===== src/rtl/xdiv_pkg.sv =====
// Shared defines and types for the xdiv restoring divider (fns codes, config layout, FSM states).
// The optional divide-by-zero flag port is enabled by defining XDIV_DIVZERO_FLAG_EN.
`ifndef N_W
`define N_W 3
`endif
`ifndef DATABUS_W
`define DATABUS_W 128
`endif
`ifndef DIV_FNS_W
`define DIV_FNS_W 2
`endif
`ifndef DIVU_Q
`define DIVU_Q 2'd0
`endif
`ifndef DIVU_R
`define DIVU_R 2'd1
`endif
`ifndef DIV_Q
`define DIV_Q 2'd2
`endif
`ifndef DIV_R
`define DIV_R 2'd3
`endif
`ifndef DIV_CONF_BITS
`define DIV_CONF_BITS (2*`N_W + `DIV_FNS_W)
`endif

package xdiv_pkg;

    typedef enum logic [1:0] {
        IDLE = 2'd0,
        CALC = 2'd1,
        FIX  = 2'd2
    } xdiv_state_t;

    // fns bit1 selects signed arithmetic, bit0 selects the remainder.
    function automatic logic fns_is_signed(input logic [`DIV_FNS_W-1:0] fns);
        return fns[1];
    endfunction

    function automatic logic fns_is_rem(input logic [`DIV_FNS_W-1:0] fns);
        return fns[0];
    endfunction

endpackage


===== src/rtl/xinmux.sv =====
// Flow-bus input selector: returns slice sel of the shared flow bus.
module xinmux #(
    parameter int DATA_W = 32,
    parameter int SEL_W  = 3,
    parameter int IN_W   = 256
) (
    input  logic [IN_W-1:0]   flow_in,
    input  logic [SEL_W-1:0]  sel,
    output logic [DATA_W-1:0] data
);

    assign data = flow_in[sel*DATA_W +: DATA_W];

endmodule


===== src/rtl/xdiv.sv =====
// Iterative restoring divider: one quotient bit per clock, run/busy/done handshake.
// Defining XDIV_DIVZERO_FLAG_EN adds the dz output (divisor was zero at accept).
module xdiv
    import xdiv_pkg::*;
#(
    parameter int DATA_W = 32
) (
    input  logic                        clk,
    input  logic                        rst,
    input  logic                        run,
    input  logic [2*`DATABUS_W-1:0]     flow_in,
    input  logic [`DIV_CONF_BITS-1:0]   configdata,
    output logic [DATA_W-1:0]           flow_out,
    output logic                        busy,
`ifdef XDIV_DIVZERO_FLAG_EN
    output logic                        dz,
`endif
    output logic                        done
);

    localparam int CNT_W = $clog2(DATA_W);

    logic [`N_W-1:0]       sela;
    logic [`N_W-1:0]       selb;
    logic [`DIV_FNS_W-1:0] fns_in;
    logic [DATA_W-1:0]     op_a;
    logic [DATA_W-1:0]     op_b;

    assign sela   = configdata[`DIV_CONF_BITS-1 -: `N_W];
    assign selb   = configdata[`N_W+`DIV_FNS_W-1 -: `N_W];
    assign fns_in = configdata[`DIV_FNS_W-1:0];

    xinmux #(.DATA_W(DATA_W), .SEL_W(`N_W), .IN_W(2*`DATABUS_W)) u_mux_a (
        .flow_in (flow_in),
        .sel     (sela),
        .data    (op_a)
    );

    xinmux #(.DATA_W(DATA_W), .SEL_W(`N_W), .IN_W(2*`DATABUS_W)) u_mux_b (
        .flow_in (flow_in),
        .sel     (selb),
        .data    (op_b)
    );

    xdiv_state_t       state;
    logic [CNT_W-1:0]  cnt;
    logic [DATA_W-1:0] quo;
    logic [DATA_W-1:0] rem;
    logic [DATA_W-1:0] dvs;
    logic              sign_a;
    logic              sign_b;
    logic              rem_sel;
    logic              b_zero;

    logic              neg_a;
    logic              neg_b;
    logic [DATA_W:0]   shifted;
    logic              step_ge;
    logic [DATA_W-1:0] rem_sub;
    logic [DATA_W-1:0] q_fix;
    logic [DATA_W-1:0] r_fix;
    logic [DATA_W-1:0] result;

    assign neg_a = fns_is_signed(fns_in) & op_a[DATA_W-1];
    assign neg_b = fns_is_signed(fns_in) & op_b[DATA_W-1];

    // quo doubles as the dividend shift register: its MSB feeds the partial remainder.
    assign shifted = {rem, quo[DATA_W-1]};
    assign step_ge = shifted >= {1'b0, dvs};
    assign rem_sub = shifted[DATA_W-1:0] - dvs;

    // A zero divisor leaves quo all ones; skipping the sign fix keeps it at -1.
    assign q_fix  = ((sign_a ^ sign_b) && !b_zero) ? -quo : quo;
    assign r_fix  = sign_a ? -rem : rem;
    assign result = rem_sel ? r_fix : q_fix;

    always_ff @(posedge clk or posedge rst) begin
        if (rst) begin
            state    <= IDLE;
            cnt      <= '0;
            quo      <= '0;
            rem      <= '0;
            dvs      <= '0;
            sign_a   <= 1'b0;
            sign_b   <= 1'b0;
            rem_sel  <= 1'b0;
            b_zero   <= 1'b0;
            flow_out <= '0;
            busy     <= 1'b0;
            done     <= 1'b0;
        end else begin
            done <= 1'b0;
            case (state)
                IDLE: begin
                    if (run) begin
                        sign_a  <= neg_a;
                        sign_b  <= neg_b;
                        quo     <= neg_a ? -op_a : op_a;
                        dvs     <= neg_b ? -op_b : op_b;
                        rem     <= '0;
                        cnt     <= '0;
                        rem_sel <= fns_is_rem(fns_in);
                        b_zero  <= (op_b == '0);
                        busy    <= 1'b1;
                        state   <= CALC;
                    end
                end
                CALC: begin
                    if (step_ge) begin
                        rem <= rem_sub;
                        quo <= {quo[DATA_W-2:0], 1'b1};
                    end else begin
                        rem <= shifted[DATA_W-1:0];
                        quo <= {quo[DATA_W-2:0], 1'b0};
                    end
                    cnt <= cnt + 1'b1;
                    if (cnt == CNT_W'(DATA_W-1))
                        state <= FIX;
                end
                FIX: begin
                    flow_out <= result;
                    done     <= 1'b1;
                    busy     <= 1'b0;
                    state    <= IDLE;
                end
                default: state <= IDLE;
            endcase
        end
    end

`ifdef XDIV_DIVZERO_FLAG_EN
    assign dz = b_zero;
`endif

endmodule


===== config.mk =====
export PLATFORM = sky130hd
export DESIGN_NAME = xdiv
export DESIGN_NICKNAME = d
export VERILOG_FILES = /design/src/rtl/xdiv_pkg.sv /design/src/rtl/xinmux.sv /design/src/rtl/xdiv.sv
export SDC_FILE = /design/constraint.sdc
export NUM_CORES = 1
export LEC_CHECK = 0
export ABC_AREA = 1
export CELL_PAD_IN_SITES_DETAIL_PLACEMENT = 1
export CELL_PAD_IN_SITES_GLOBAL_PLACEMENT = 2
export CORE_MARGIN = 4
export CORE_UTILIZATION = 28
export DETAILED_ROUTE_END_ITERATION = 10
export GPL_ROUTABILITY_DRIVEN = 0
export PLACE_DENSITY = 0.82
export SETUP_SLACK_MARGIN = 0.4
export SLEW_MARGIN = 10
export SYNTH_ARGS = -nofsm -noshare
export SYNTH_HDL_FRONTEND = slang
export SYNTH_SLANG_ARGS = --single-unit

===== constraint.sdc =====
create_clock -name clk -period 5.88 [get_ports clk]
set_clock_uncertainty 0.2 [all_clocks]
set_input_delay 1.47 -clock clk [delete_from_list [all_inputs] [get_ports clk]]
set_output_delay 1.47 -clock clk [all_outputs]
set_load 0.005 [all_outputs]

### The metal 4 layer, run 1

Cells faint in the background.
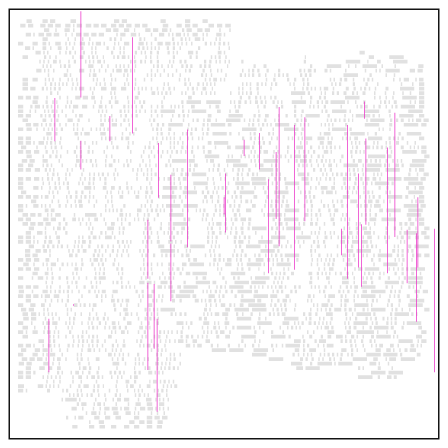
The wires run mostly vertical. The longest straight run is 92.5 um. The layer holds 1.8% of the routed length. 30 nets have wire on it. The layer carries 1590 um of wire.

### Routed clock nets over the placement, run 1

The bar under the picture is 100 um long.
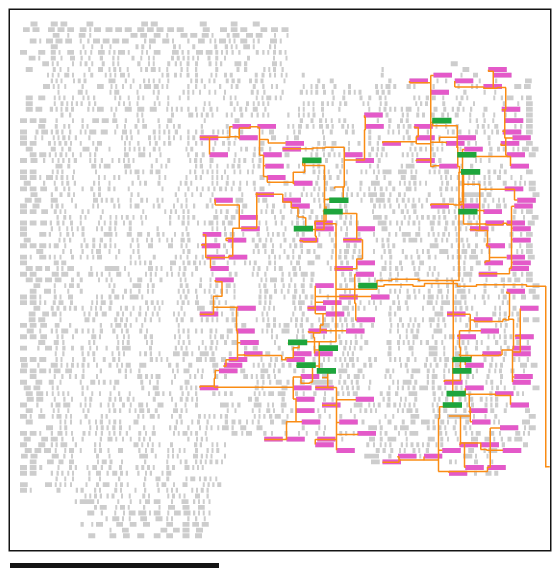
flip-flops: marked magenta, count 141. cells driving clock nets: marked green, count 17. clock wires: marked orange, length 2410 um.
There are 18 routed clock nets.

==> results_slide.txt, run 1 <==
Run Summary

Yosys
  • Yosys warning total: 0
  • Syn nets: 3483
  • Adders+Majority by Area: 0.0282
  • Cells in synth_stat.txt: 3177
  • XOR/XNOR Area Share: 0.0170
  • YS chip area: 17500 um2
  • Top cell area share: 0.238
  • AO/OA Area Share: 0.181
  • Top comb family, area: simple AND/OR/NAND/NOR gates
  • Top cell type by total area after synthesis: nand2_1
  • Simple-Gate Area Share: 0.429
  • Syn Area/Cell: 5.52 um2
  • Top FF cell, synth: dfrtp_1
  • Registers, synthesis: 141
  • Synth Seq Share: 0.201
  • Post-Syn Area: 17500 um2
  • EDFF count, synth: 0
  • Multiplexer share: 0
  • Yosys cell types: 52
  • Largest cells by area: nand2_1 (24%), dfrtp_1 (20%), nand3_1 (9.2%), inv_1 (8.8%), nor2_1 (6.7%)
  • Async set or reset register ratio after synthesis: 1.00
  • Post-Synthesis Cells: 3177

Critical path
  • R2R cell count: 12
  • Kind of critical path: primary input to flop
  • Crit path DRT: 6.05 ns
  • Max FO, Critical Path: 70
  • Crit. End Element: flop
  • CP startpoint kind: primary input
  • Reg2Reg Setup Slack: 2.22 ns
  • RR Startpoint: rem[22]
  • R2r endpoint: rem[8]
  • Arr. time, crit path: 4.49 ns

Detailed routing
  • Drt first pass iters: 6
  • Wire per inst: 20.6 um
  • DRC Markers: 0
  • Vias: 21831
  • DR iter-0 viols: 1632
  • Post-Route WL: 86700 um
  • Vias per cell: 5.19
  • Final antenna-violating net count: 0

Clock network
  • Clock Tree Root: clkbuf_16
  • Hold_buf cts: 0
  • Worst-path clk slew: 0.07 ns
  • CTS tree: built
  • Clk_lat worst skew: 0.44 ns
  • Post-CTS Setup Inserts: 0
  • Cts repair resizes: 0
  • Clk sinks: 141
  • CTS H-tree lvls: 4
  • Num CTS Buffers: 17
  • Clk buf depth: 2

Timing
  • Max-slew headroom: 0.323
  • Max Fclk: 232 MHz
  • Final Hold Violation Tally: 0
  • Crit path time final: 4.32 ns
  • Hold Slack: 0.271 ns
  • RSZ-0062 raised after global routing: false
  • Final number of setup-violating endpoints: 0
  • Final slew viol count: 0
  • Final period util: 0.734
  • Worst slew pin tran: 1.02 ns
  • Setup tns final: 0 ns
  • Final setup margin: 1.56 ns

Min path
  • Hold path cells: 2
  • Hold path endpoint: busy
  • Hold/Removal Path Class: flop to flop
  • Hold path start: busy

Placed design
  • DP Worst Slack: 1.18 ns
  • IO buf count: 300
  • Placed wire-length estimate: 69300 um

Global routing
  • First-pass GRT wire length: 134000 um
  • Total GRT Usage: 0.253
  • Initial antenna violation count: 1
  • Vias in the first global route: 22464
  • Congestion Overflow GR: 0
  • Largest net degree at the start of global routing: 101

Finish
  • Antenna Cells: 0
  • Number of fillers in the final layout: 8311
  • Share of cells above drive strength 1: 0.0347
  • Layout Nets: 3665
  • Area Growth Syn to Fin: 22.6%

Pwr
  • Switching Fraction: 0.556
  • Max VDD drop: 0.000228 V
  • PnR Total Power: 9270 uW
  • Comb pwr share: 0.669
  • Clock power share: 0.125
  • Net switching power: 5160 uW
  • Leakage power: 0.0106 uW
  • Pwr Density: 431 nW/um2
  • Seq pwr share: 0.206
  • Int Power: 4110 uW

Floorplan
  • Fp util: 0.284
  • Core Area: 61800 um2
  • Die ar.: 66700 um2
  • I/O pin cnt: 301
  • Row Count: 91
  • Die width: 258 um
  • Die Y: 258 um

Flow run
  • Tool warnings: 28
  • Max-cap violation count: 0

Outcome
  • Outcome: complete, no violations
### Ports around the boundary, run 1

Pins as bars across the die edge, other pins in grey.
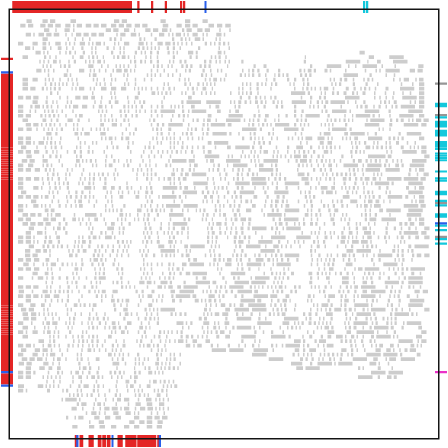
`clk`: marked magenta, pins 1, direction input, edge right. `flow_out`: marked cyan, pins 32, direction output, edge 30 right, 2 top. `configdata`: marked blue, pins 8, direction input, edge 3 left, 3 bottom, 1 right, 1 top. `flow_in`: marked red, pins 256, direction input, edge 138 left, 83 top, 35 bottom.
All pins by edge: 141 left, 86 top, 38 bottom, 36 right.

[run 1: cell usage after synthesis, types with 21 or more instances]
library cell,instances
nand2_1,1111
inv_1,413
nand3_1,324
nor2_1,313
o21ai_0,222
dfrtp_1,141
a21oi_1,112
o211ai_1,84
buf_2,55
clkbuf_1,50
o21ai_1,43
ha_1,38
a22oi_1,28
buf_6,24
xor2_1,24
a31oi_1,21
nor3_1,21
[run 1: flip-flops by register name, summed over array words and instances, names as in the netlist, 2 cells and up]
name	cells
dvs	32
rem	32
quo	32
cnt	5
flow_out	32
state	2
[run 1: layer usage]
metal | part of all wire | wire length [um] | track usage
met1 | 0.47 | 40600 | 0.350
met2 | 0.47 | 41000 | 0.432
met3 | 0.040 | 3460 | 0.0206
met4 | 0.018 | 1590 | 0.0532
met5 | 0.00012 | 10 | 0
[run 1: through the flow]
stage,utilization,std cells,cell area (um2)
after floorplan,-,3177,17500
after global placement,0.338,4177,20900
after detailed placement,0.338,4177,20900
after CTS,0.348,4209,21500
after global routing,0.348,4209,21500
final,0.348,4209,21500
[run 1: how the worst max path moves through the flow]
stage / start / depth (start not counted) / slack, ns / to
after detailed placement: configdata[5] / 17 / 1.18 / quo[24]
after global routing: configdata[5] / 17 / 1.24 / quo[24]
after floorplan: rst / 1 / 0.43 / b_zero
after CTS: configdata[5] / 17 / 1.64 / quo[24]
after global placement: configdata[5] / 17 / 1.34 / quo[20]
final: configdata[5] / 17 / 1.56 / quo[24]
[run 1: power by group through the flow]
stage	Clock (uW)	Combinational, uW	Sequential [uW]
after floorplan	0	4160	1680
after global placement	0	5920	1890
after detailed placement	0	6100	1910
after CTS	1170	6150	1900
after global routing	1210	6950	1960
final	1160	6200	1910
[run 1: final cells by class]
cell class,count,area (um2),area share
Clock buffer,19,443,0.0206
Multi-Input combinational cell,2453,11500,0.536
Clock inverter,13,165,0.00768
Inverter,421,1590,0.0738
Tap cell,837,1050,0.0487
Sequential cell,141,3530,0.164
Timing Repair Buffer,325,3200,0.149
[run 1: kinds of logic after synthesis]
family / after synthesis
buffers and inverters: 583
adder cells (fa/ha/maj): 39
AND-OR/OR-AND: 548
XOR/XNOR: 34
flip-flops: 141
AND/OR/NAND/NOR: 1832
[run 1: worst max-delay path, stage by stage]
cell and delay (ns):
buf_6 0.37, buf_4 0.62, a21oi_1 0.15, o21ai_0 0.13
nand3_1 0.09, nand2_1 0.23, ha_1 0.24, nand2_1 0.07
nor2_1 0.15, nand2_1 0.11, nor2_2 0.15, nand2_1 0.17
nand2_4 0.13, nand2_1 0.08, nand2_1 0.08, nand3_1 0.08
nand2_1 0.09
[run 1: layout by cell type (no fill, tap or decap), types with 4 or more instances in the layout]
master              n
or2_2               4
nand4_1            20
nor3_1             20
a21oi_1           112
a31oi_1            21
clkbuf_16          17
o211ai_2            4
nor2_1            309
nor2_4              7
ha_1               38
o21ai_0           222
xnor2_1            10
nand2_2             5
a21o_1              8
clkinv_4            5
o21ai_2             4
nand3_2             7
clkdlybuf4s50_1   295
a22oi_1            28
o21ai_1            43
nand2_1          1111
nor4_1              5
inv_2               5
nor2_2             14
nand3_1           323
o211ai_1           84
inv_1             411
dfrtp_1           141
xor2_1             24
o21bai_1            5
buf_4              23
### Where the registers sit, run 1

Other sequential cells in the stronger grey, the rest of the logic in the fainter grey.
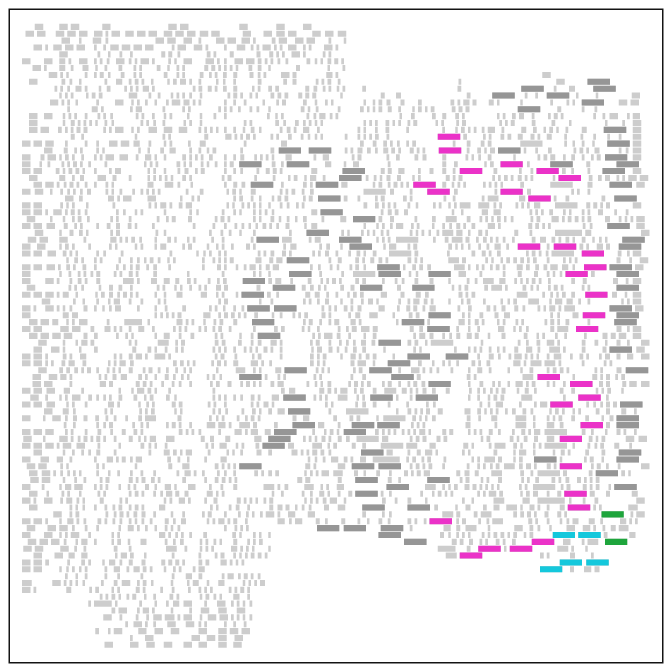

==> inputs of run 2 (changes only) <==
==> constraint.sdc (replaced) <==
create_clock -name clk -period 4.4 [get_ports clk]
set_clock_uncertainty 0.2 [all_clocks]
set_input_delay 1.1 -clock clk [delete_from_list [all_inputs] [get_ports clk]]
set_output_delay 1.1 -clock clk [all_outputs]
set_load 0.005 [all_outputs]
### Where the registers sit, run 2

Other sequential cells in the stronger grey, the rest of the logic in the fainter grey.
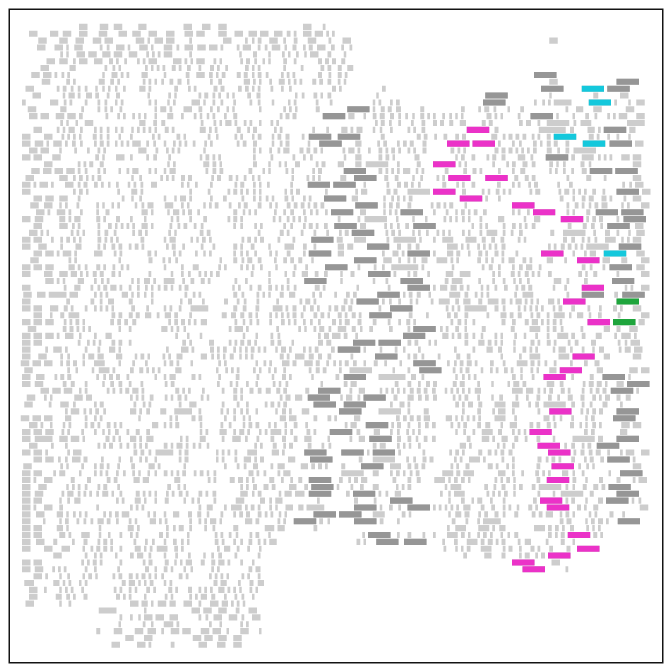
`cnt`: marked cyan, flops 5, where upper right. `state`: marked green, flops 2. `rem`: marked magenta, flops 32.
Another 102 sequential cells are not coloured.

==> run 2 against run 1 <==
  * First-iteration DRC count is 4.9% lower
  * Largest cell class unchanged
  * Sequential share of layout area fell by 0.16 points
  * Worst setup slack got worse by 0.90 ns
  * Die area stayed put
  * Synthesized cell count unchanged
==> results_slide.txt, run 2 <==
Run Summary

Outcome
  • Outcome: complete, no violations

Yosys
  • XOR/XNOR Area Share: 0.0170 (unchanged)
  • Cells in synth_stat.txt: 3177 (unchanged)
  • Top cell type by total area after synthesis: nand2_1
  • Post-Syn Area: 17500 um2 (unchanged)
  • Async set or reset register ratio after synthesis: 1.00 (unchanged)
  • Adders+Majority by Area: 0.0282 (unchanged)
  • Synth cell count leaders: nand2_1 (1111), inv_1 (413), nand3_1 (324)
  • Yosys warning total: 0 (unchanged)
  • AO/OA Area Share: 0.181 (unchanged)
  • Syn nets: 3483 (unchanged)
  • Top cell area share: 0.238 (unchanged)
  • EDFF count, synth: 0 (unchanged)
  • Registers, synthesis: 141 (unchanged)
  • Multiplexer share: 0 (unchanged)
  • Yosys cell types: 52 (unchanged)

Timing
  • Max Fclk: 268 MHz
  • Final Hold Violation Tally: 0 (unchanged)
  • Worst slew pin tran: 1.08 ns (+0.0608 ns)
  • Final setup margin: 0.663 ns (-0.899 ns)
  • Setup tns final: 0 ns (unchanged)
  • Final number of setup-violating endpoints: 0 (unchanged)
  • Final period util: 0.849

Critical path
  • Arr. time, crit path: 3.86 ns (-0.63 ns)
  • Cell mode on critical path: nand2_1
  • CP Buf/Inv Count: 4 (+2)
  • CP max stage cell: buf_12
  • Kind of critical path: primary input to flop
  • Crit path DRT: 4.52 ns (-1.53 ns)
  • RR Startpoint: rem[21]
  • CP cell instances: buf_6 > buf_12 > buf_4 > nand2_1 > o211ai_1 > nand2_1 > nand2_1 > nand2_1 > nor2_1 > nand2_1 > inv_1 > nand2_1 > nor2_1 > o21ai_0 > nand3_1 > nand2_1
  • CP delay by family, top: simple AND/OR/NAND/NOR gates
  • Max FO, Critical Path: 111 (+59%)

Clock network
  • Clk buf depth: 2 (unchanged)
  • CTS H-tree lvls: 4 (unchanged)
  • CTS tree: built
  • Clock Tree Root: clkbuf_16
  • Clk_lat worst skew: 0.45 ns (about the same)
  • Cts repair resizes: 0 (unchanged)
  • Num CTS Buffers: 17 (unchanged)
  • Hold_buf cts: 0 (unchanged)
  • Post-CTS Setup Inserts: 0 (unchanged)

Finish
  • Top Layout Cells: nand2_1 (1111), inv_1 (411), nand3_1 (323), nor2_1 (309), clkdlybuf4s50_1 (295)
  • Area Growth Syn to Fin: 23.8%
  • Layout Nets: 3682 (+0.46%)
  • Post-layout util: 0.351 (+0.00352)
  • Share of cells above drive strength 1: 0.0395 (+0.00484)

Placed design
  • Placed wire-length estimate: 69300 um (about the same)
  • DP Worst Slack: 0.247 ns (-0.931 ns)

Pwr
  • Leakage power: 0.0107 uW (+1.1%)

Flow run
  • Tool warnings: 30 (+7.1%)

Global routing
  • Initial antenna violation count: 0 (-1)
  • Grt met3 use: 0.0259 (+0.00528)
  • Vias in the first global route: 22254 (-0.93%)
  • Grt met2 use: 0.413 (-0.0189)
  • GR Util met1: 0.349 (-0.00134)
  • Largest net degree at the start of global routing: 117 (+16%)
  • Most used routing layer: met2
  • Total GRT Usage: 0.248 (-0.00468)

Min path
  • Hold path start: flow_out[19]
  • Hold/Removal Path Class: flop to flop

Floorplan
  • Fp util: 0.284 (unchanged)
  • Die Y: 258 um (unchanged)
  • Die width: 258 um (unchanged)
  • Core Area: 61800 um2 (unchanged)
  • Row Count: 91 (unchanged)
  • Die ar.: 66700 um2 (unchanged)

Detailed routing
  • Vias per cell: 5.16 (-0.57%)
  • Post-Route WL: 85300 um (-1.6%)
  • Wire per inst: 20.2 um (-2.0%)
  • Vias: 21795 (-0.16%)
run 2: area by class of cell:
type | instances | area (um2) | share of cell area
tap | 837 | 1050 | 0.0482
timing repair buffer | 342 | 3420 | 0.157
sequential | 141 | 3530 | 0.162
multi-input combinational | 2453 | 11500 | 0.531
clock buffer | 22 | 474 | 0.0218
clock inverter | 10 | 138 | 0.00634
inverter | 421 | 1590 | 0.0730
run 2: worst min-delay path: cells and delay by family (launching register included):
family        cells  cell delay [ns]
flops             1             0.34
simple gates      2             0.10
run 2: layer usage:
metal,up-vias,wire length (um)
met2,590,39600
li1,10567,-
met4,0,1660
met1,10561,40200
met3,77,3870
met5,-,0
run 2: worst paths after layout:
kind / to / slack [ns] / cells past startpoint
worst max-delay path: quo[18] / 0.66 / 16
worst min-delay path: flow_out[19] / 0.27 / 2
worst max register to register: rem[10] / 0.92 / 12
worst min register to register: flow_out[19] / 0.27 / 2
max in group asynchronous: quo[1] / 2.55 / 3
min in group asynchronous: cnt[3] / 0.75 / 2
run 2: kinds of logic after synthesis:
kind of cell    after synthesis
buf+inv                     583
flops                       141
xor+xnor                     34
simple gates               1832
fa+ha+maj                    39
compound gates              548
run 2: through the flow:
step | cell area [um2] | instances | hold slack (ns) | power (uW)
floorplan | 17500 | 3177 | 0.249 | 7810
global placement | 21100 | 4194 | 0.257 | 10400
detailed placement | 21100 | 4194 | 0.265 | 10700
CTS | 21700 | 4226 | 0.282 | 12200
global route | 21700 | 4226 | 0.320 | 13500
finish | 21700 | 4226 | 0.274 | 12300
run 2: report_power, final:
group	switching, uW	internal, uW	total, uW
logic	5470	2770	8240
registers	661	1860	2520
clock network	581	934	1520
No activity file was given, so power comes from the tool's default toggle rates.
